## src/rtl/beep_pkg.sv

```systemverilog
// Shared FSM encoding, default timing constants and counter sizing helper
// for the beep_pattern buzzer sequencer.
package beep_pkg;

  typedef enum logic [1:0] {
    IDLE = 2'd0,
    ON   = 2'd1,
    OFF  = 2'd2,
    DONE = 2'd3
  } state_t;

  // Defaults give a 500 Hz tone with 0.5 s bursts and gaps at a 1 kHz clock
  localparam int unsigned DEF_TONE_HALF = 1;
  localparam int unsigned DEF_ON_CYC    = 500;
  localparam int unsigned DEF_OFF_CYC   = 500;
  localparam int unsigned DEF_NB_W      = 4;

  // Bits needed for a counter running 0 .. max_val-1, never less than one bit
  function automatic int unsigned cnt_w(input int unsigned max_val);
    return (max_val > 1) ? $clog2(max_val) : 1;
  endfunction

endpackage

```

## src/rtl/beep_pattern_tone_div.sv

```systemverilog
// Square-wave tone generator: high on the first enabled cycle after a
// phase restart, then toggling every TONE_HALF cycles; low when disabled.
module tone_div
  import beep_pkg::*;
#(
  parameter int unsigned TONE_HALF = DEF_TONE_HALF
) (
  input  logic clk,
  input  logic rst,
  input  logic en,
  input  logic restart,
  output logic tone
);

  localparam int unsigned CW = cnt_w(TONE_HALF);
  localparam logic [CW-1:0] HALF_LAST = CW'(TONE_HALF - 1);

  logic [CW-1:0] cnt;

  // Half-period counter and tone register; restart wins over running
  always_ff @(posedge clk or posedge rst) begin
    if (rst) begin
      cnt  <= '0;
      tone <= 1'b0;
    end else if (restart) begin
      cnt  <= '0;
      tone <= 1'b1;
    end else if (en) begin
      if (cnt == HALF_LAST) begin
        cnt  <= '0;
        tone <= ~tone;
      end else begin
        cnt <= cnt + CW'(1);
      end
    end else begin
      cnt  <= '0;
      tone <= 1'b0;
    end
  end

endmodule

```

## src/rtl/beep_pattern.sv

```systemverilog
// Buzzer pattern sequencer: on start, emits n_beeps tone bursts separated by
// silent gaps, then pulses over for one cycle.
// Optional feature macro: BEEP_PATTERN_ABORT_EN adds an abort input that cuts
// a running pattern short (straight to the completion cycle).
module beep_pattern
  import beep_pkg::*;
#(
  parameter int unsigned TONE_HALF = DEF_TONE_HALF,
  parameter int unsigned ON_CYC    = DEF_ON_CYC,
  parameter int unsigned OFF_CYC   = DEF_OFF_CYC,
  parameter int unsigned NB_W      = DEF_NB_W
) (
  input  logic            clk,
  input  logic            rst,
  input  logic            st,
  input  logic [NB_W-1:0] n_beeps,
`ifdef BEEP_PATTERN_ABORT_EN
  input  logic            abort,
`endif
  output logic            beep,
  output logic            busy,
  output logic            over
);

  localparam int unsigned DW = cnt_w((ON_CYC > OFF_CYC) ? ON_CYC : OFF_CYC);
  localparam logic [DW-1:0] ON_LAST  = DW'(ON_CYC - 1);
  localparam logic [DW-1:0] OFF_LAST = DW'(OFF_CYC - 1);

  state_t          state_q, state_d;
  logic [DW-1:0]   dur_q, dur_d;
  logic [NB_W-1:0] rem_q, rem_d;
  logic            abort_c;
  logic            tone_en_c;
  logic            tone_restart_c;

`ifdef BEEP_PATTERN_ABORT_EN
  assign abort_c = abort;
`else
  assign abort_c = 1'b0;
`endif

  // State, burst-duration counter and remaining-burst count registers
  always_ff @(posedge clk or posedge rst) begin
    if (rst) begin
      state_q <= IDLE;
      dur_q   <= '0;
      rem_q   <= '0;
    end else begin
      state_q <= state_d;
      dur_q   <= dur_d;
      rem_q   <= rem_d;
    end
  end

  // Next-state logic; rem counts bursts still to come after the current one
  always_comb begin
    state_d = state_q;
    dur_d   = dur_q;
    rem_d   = rem_q;
    case (state_q)
      IDLE: begin
        dur_d = '0;
        if (st) begin
          if (n_beeps == '0) begin
            state_d = DONE;
            rem_d   = '0;
          end else begin
            state_d = ON;
            rem_d   = n_beeps - NB_W'(1);
          end
        end
      end
      ON: begin
        if (abort_c) begin
          state_d = DONE;
          dur_d   = '0;
          rem_d   = '0;
        end else if (dur_q == ON_LAST) begin
          dur_d   = '0;
          state_d = (rem_q != '0) ? OFF : DONE;
        end else begin
          dur_d = dur_q + DW'(1);
        end
      end
      OFF: begin
        if (abort_c) begin
          state_d = DONE;
          dur_d   = '0;
          rem_d   = '0;
        end else if (dur_q == OFF_LAST) begin
          dur_d   = '0;
          rem_d   = rem_q - NB_W'(1);
          state_d = ON;
        end else begin
          dur_d = dur_q + DW'(1);
        end
      end
      DONE: begin
        state_d = IDLE;
        dur_d   = '0;
        rem_d   = '0;
      end
      default: begin
        state_d = IDLE;
        dur_d   = '0;
        rem_d   = '0;
      end
    endcase
  end

  // Tone runs only in ON and restarts its phase on every ON entry
  assign tone_en_c      = (state_d == ON);
  assign tone_restart_c = (state_d == ON) && (state_q != ON);

  tone_div #(
    .TONE_HALF (TONE_HALF)
  ) u_tone_div (
    .clk     (clk),
    .rst     (rst),
    .en      (tone_en_c),
    .restart (tone_restart_c),
    .tone    (beep)
  );

  // Status outputs registered from the next state so they align with beep
  always_ff @(posedge clk or posedge rst) begin
    if (rst) begin
      busy <= 1'b0;
      over <= 1'b0;
    end else begin
      busy <= (state_d != IDLE);
      over <= (state_d == DONE);
    end
  end

endmodule
```

## config.mk

```make
export PLATFORM = sky130hd
export DESIGN_NAME = beep_pattern
export DESIGN_NICKNAME = d
export VERILOG_FILES = /design/src/rtl/beep_pkg.sv /design/src/rtl/beep_pattern_tone_div.sv /design/src/rtl/beep_pattern.sv
export SDC_FILE = /design/constraint.sdc
export NUM_CORES = 1
export LEC_CHECK = 0
export ABC_AREA = 0
export CORE_AREA = 2 2 48 50
export DETAILED_ROUTE_END_ITERATION = 8
export DIE_AREA = 0 0 50 52
export GPL_ROUTABILITY_DRIVEN = 0
export PLACE_DENSITY = 0.74
export REMOVE_ABC_BUFFERS = 1
export SKIP_CTS_REPAIR_TIMING = 1
export SLEW_MARGIN = 5
export SYNTH_ARGS = -nofsm -noshare
export SYNTH_HDL_FRONTEND = slang
export SYNTH_SLANG_ARGS = --single-unit
```

## constraint.sdc

```tcl
create_clock -name clk -period 2.2 [get_ports clk]
set_input_delay 0.33 -clock clk [delete_from_list [all_inputs] [get_ports clk]]
set_output_delay 0.33 -clock clk [all_outputs]
set_load 0.005 [all_outputs]
```

==> images/power_grid.png <==
Bar = 20 µm. Pins as bars on the die edge. Tap cells in gray.
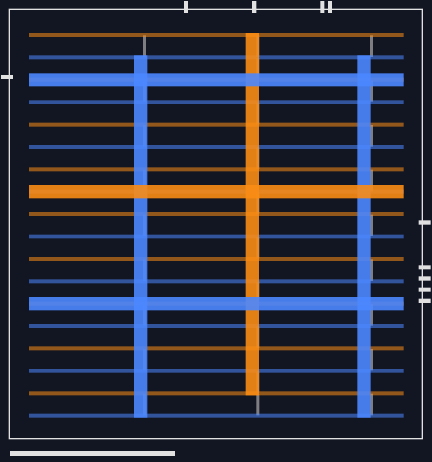
- VDD: orange
- VSS: blue
- signal pins: 10
- tap cells: 28
- met1 rails: 18
- met5 straps: 3

==> images/placement_by_type.png <==
Bar = 20 µm.
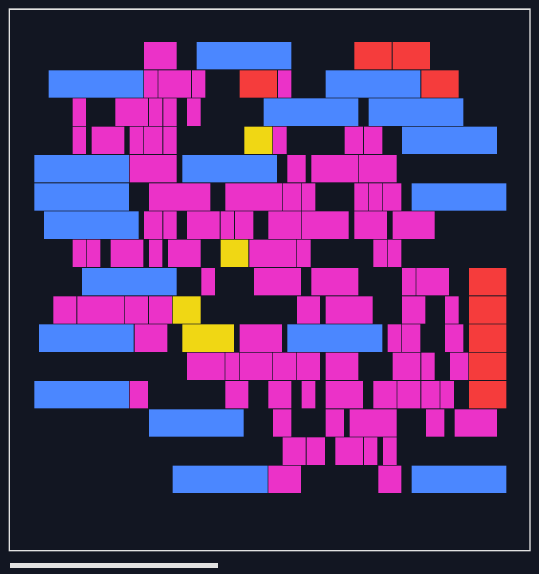
- combinational and other logic: magenta (cells 95; share of their area 52%)
- other buffers and delay cells: red (cells 9; share of their area 7.5%)
- clock drivers and dummy loads: yellow (cells 4; share of their area 3.0%)
- flops: blue (cells 18; share of their area 37%)

==> images/clk_routes.png <==
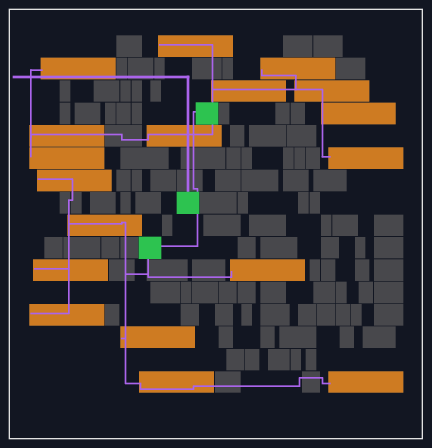
- flip-flops: orange (count 18)
- clock wires: purple (length 245 µm)
- clock drivers: green (count 3)
- flops lie: spread over the die
- routed clock nets: 4

==> images/wires.png <==
Bar = 20 µm. Only two layers are drawn.
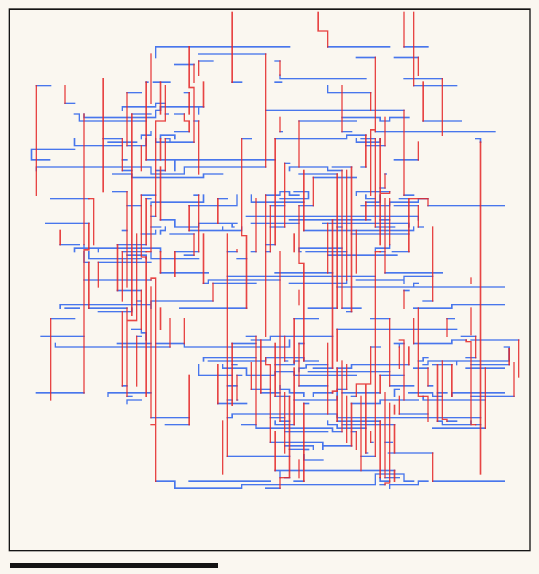
- metal 2: red (wire length 958 µm)
- metal 1: blue (wire length 999 µm)

==> images/placement.png <==
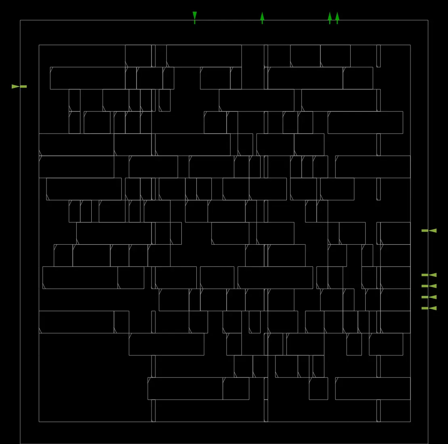
flip-flop and latch share of the layout cell area: 36.2%
number of rows in the core area: 17
tapcells inserted: 28

==> run notes <==
Implementation results.

The run finished with clean final reports. Power attributed to sequential cells is around 340 µW. The arrival time of data at the worst endpoint is listed as 2.14 ns. The clock period minus worst slack is ~1.9 ns. The register-to-register path setup slack is 0.29 ns.

The clock transition time at the flip-flop clock pins of the worst setup and hold paths is 0.11 ns. The number of antenna violations at the first check in global routing came to 0. The final sum of negative setup slack is 0 ns.

The distinct cell type count after synthesis is 36. The sequential share of the synthesized area is 41.1%. At the worst endpoint, the required time is 2.43 ns.

Checking max transition, the worst relative margin is 52.3%. The reg-to-reg startpoint is state_q[1]. The first-pass GRT wire length is roughly 3.3 mm. Yosys attributes the largest share of cell area to dfrtp_1, ha_1, xnor2_1. The core area is 0.00211 mm².

For reference, XOR and XNOR gates occupy under 10% of the area reported after synthesis. The number of clock sinks came to 18. Hold timing on the final database bottoms out at a slack of 0.439 ns. The endpoint identified for the worst register-to-register timing path is u_tone_div.tone. The net switching power is about 120 µW. The most critical setup path has its endpoint at u_tone_div.tone. TritonCTS created 3 clock buffers.

The post-synthesis cell type with the largest combined area is dfrtp_1. After legalization and detailed placement, the total HPWL measured between 1 and 1.5 mm. The run reported a max-capacitance violation count of 0. The final standard cell area without fillers is 0.00124 mm². The area fraction in mux cells is 0%. The power attributed to the clock group is 203 µW. The fraction of final layout cells with drive strength greater than 1 is a little under an eighth. Entering global routing, the biggest net connects 19 pins.

The share of synthesized cell area in and-or and or-and compound cells is 15.2%. For this design the top-level I/O count stands at 10. The simple-gate share of the synthesized area is 26.1%. The most common logic cell in the final layout is dfrtp_1. Per STA, the highest per-stage delay on the worst path measures between 0.4 and 0.5 ns. The total congestion overflow after global routing is 0. The power in combinational cells is 35.7 µW. The path category of the worst min-delay check is primary input to async pin. The length of routed wiring on met1 is 998 µm. The number of cells in the yosys synthesis report is 114. The number of optimization iterations in the first detailed-route pass is 4. The worst setup path is captured at a flip-flop.

The Yosys step of the flow raised 0 warnings. The cell area after placement is around 0.0012 mm². Measured along the x axis, the die boundary spans 50 µm. In the finished design, the share of the clock period the worst path needs comes to 86.7%. The power report puts the leakage power at slightly below 0.6 nW. The chip occupies approximately 0.0026 mm².

The wire length on met3 is between 50 and 60 µm. The number of I/O port buffers is 9. The clock share of power is 35.4%. The actual slew at the worst max-slew pin is 0.715 ns. The via count of the first global-routing pass is 719. The maximum operating frequency is 524 MHz.

The largest fanout of any net on the critical path is 8. The number of vias after detailed routing is 825. The report lists the cells along the critical path as inv_1 > ha_1 > nand4bb_1 > a2111oi_2 > a211oi_2 > and4b_1.

Warnings raised by the tools during the run amount to 29. The routed design uses 958 µm of met2 wire. The cell area after synthesis is 0.00110 mm². Setup repair after global routing left no endpoint under its margin.
[final cells by class]
cell class / instances / area share, %
Clock buffer: 4 / 2.92
Inverter: 8 / 2.41
Sequential cell: 18 / 36.2
Tap cell: 28 / 2.82
Multi-Input combinational cell: 87 / 48.4
Timing Repair Buffer: 9 / 7.24
[synthesized netlist by cell type]
library cell and n:
inv_1 8, o32a_1 1, a311o_1 1, and2b_2 3, a21boi_0 2, a21oi_1 4
dfrtp_1 18, nor2_1 15, o22a_1 1, nand2_1 9, o22ai_1 2, clkbuf_8 1
or2_2 1, a2111oi_2 1, ha_1 7, nand4_1 1, nand3_1 5, nor4_1 2
and2_1 2, a22o_1 1, a211oi_2 1, and4b_1 1, and3_1 1, or3_1 1
a31oi_1 2, nand4bb_2 1, nand4bb_1 1, nor4b_1 1, nand4_2 1, o311a_2 1
or3_4 1, or2_4 1, nor3_1 2, o21ai_0 6, nor2b_1 1, xnor2_1 7
[worst max-delay path: cells and delay by family, from the launching register on]
kind | cells | cell delay (ns)
AND-OR/OR-AND | 2 | 0.52
flip-flops | 1 | 0.44
AND/OR/NAND/NOR | 2 | 0.44
adder cells (fa/ha/maj) | 1 | 0.32
buffers and inverters | 1 | 0.15
[per-layer routing]
layer / vias to the layer above / track usage (%)
li1: 426 / -
met1: 387 / 22.8
met2: 10 / 26.3
met3: 2 / 3.45
met4: 0 / 5.56
met5: - / 0
[state kept, by name, summed over array words and instances (netlist names)]
name,flops
busy,1
rem_q,4
dur_q,9
u_tone_div.tone,1
state_q,2
over,1
[per-stage QoR]
stage                     power, mW  std cells
after floorplan               0.359        113
after global placement        0.377        150
after detailed placement      0.378        150
after CTS                     0.584        154
after global routing          0.602        154
final                         0.575        154
Power is estimated from default activity; no workload was simulated.
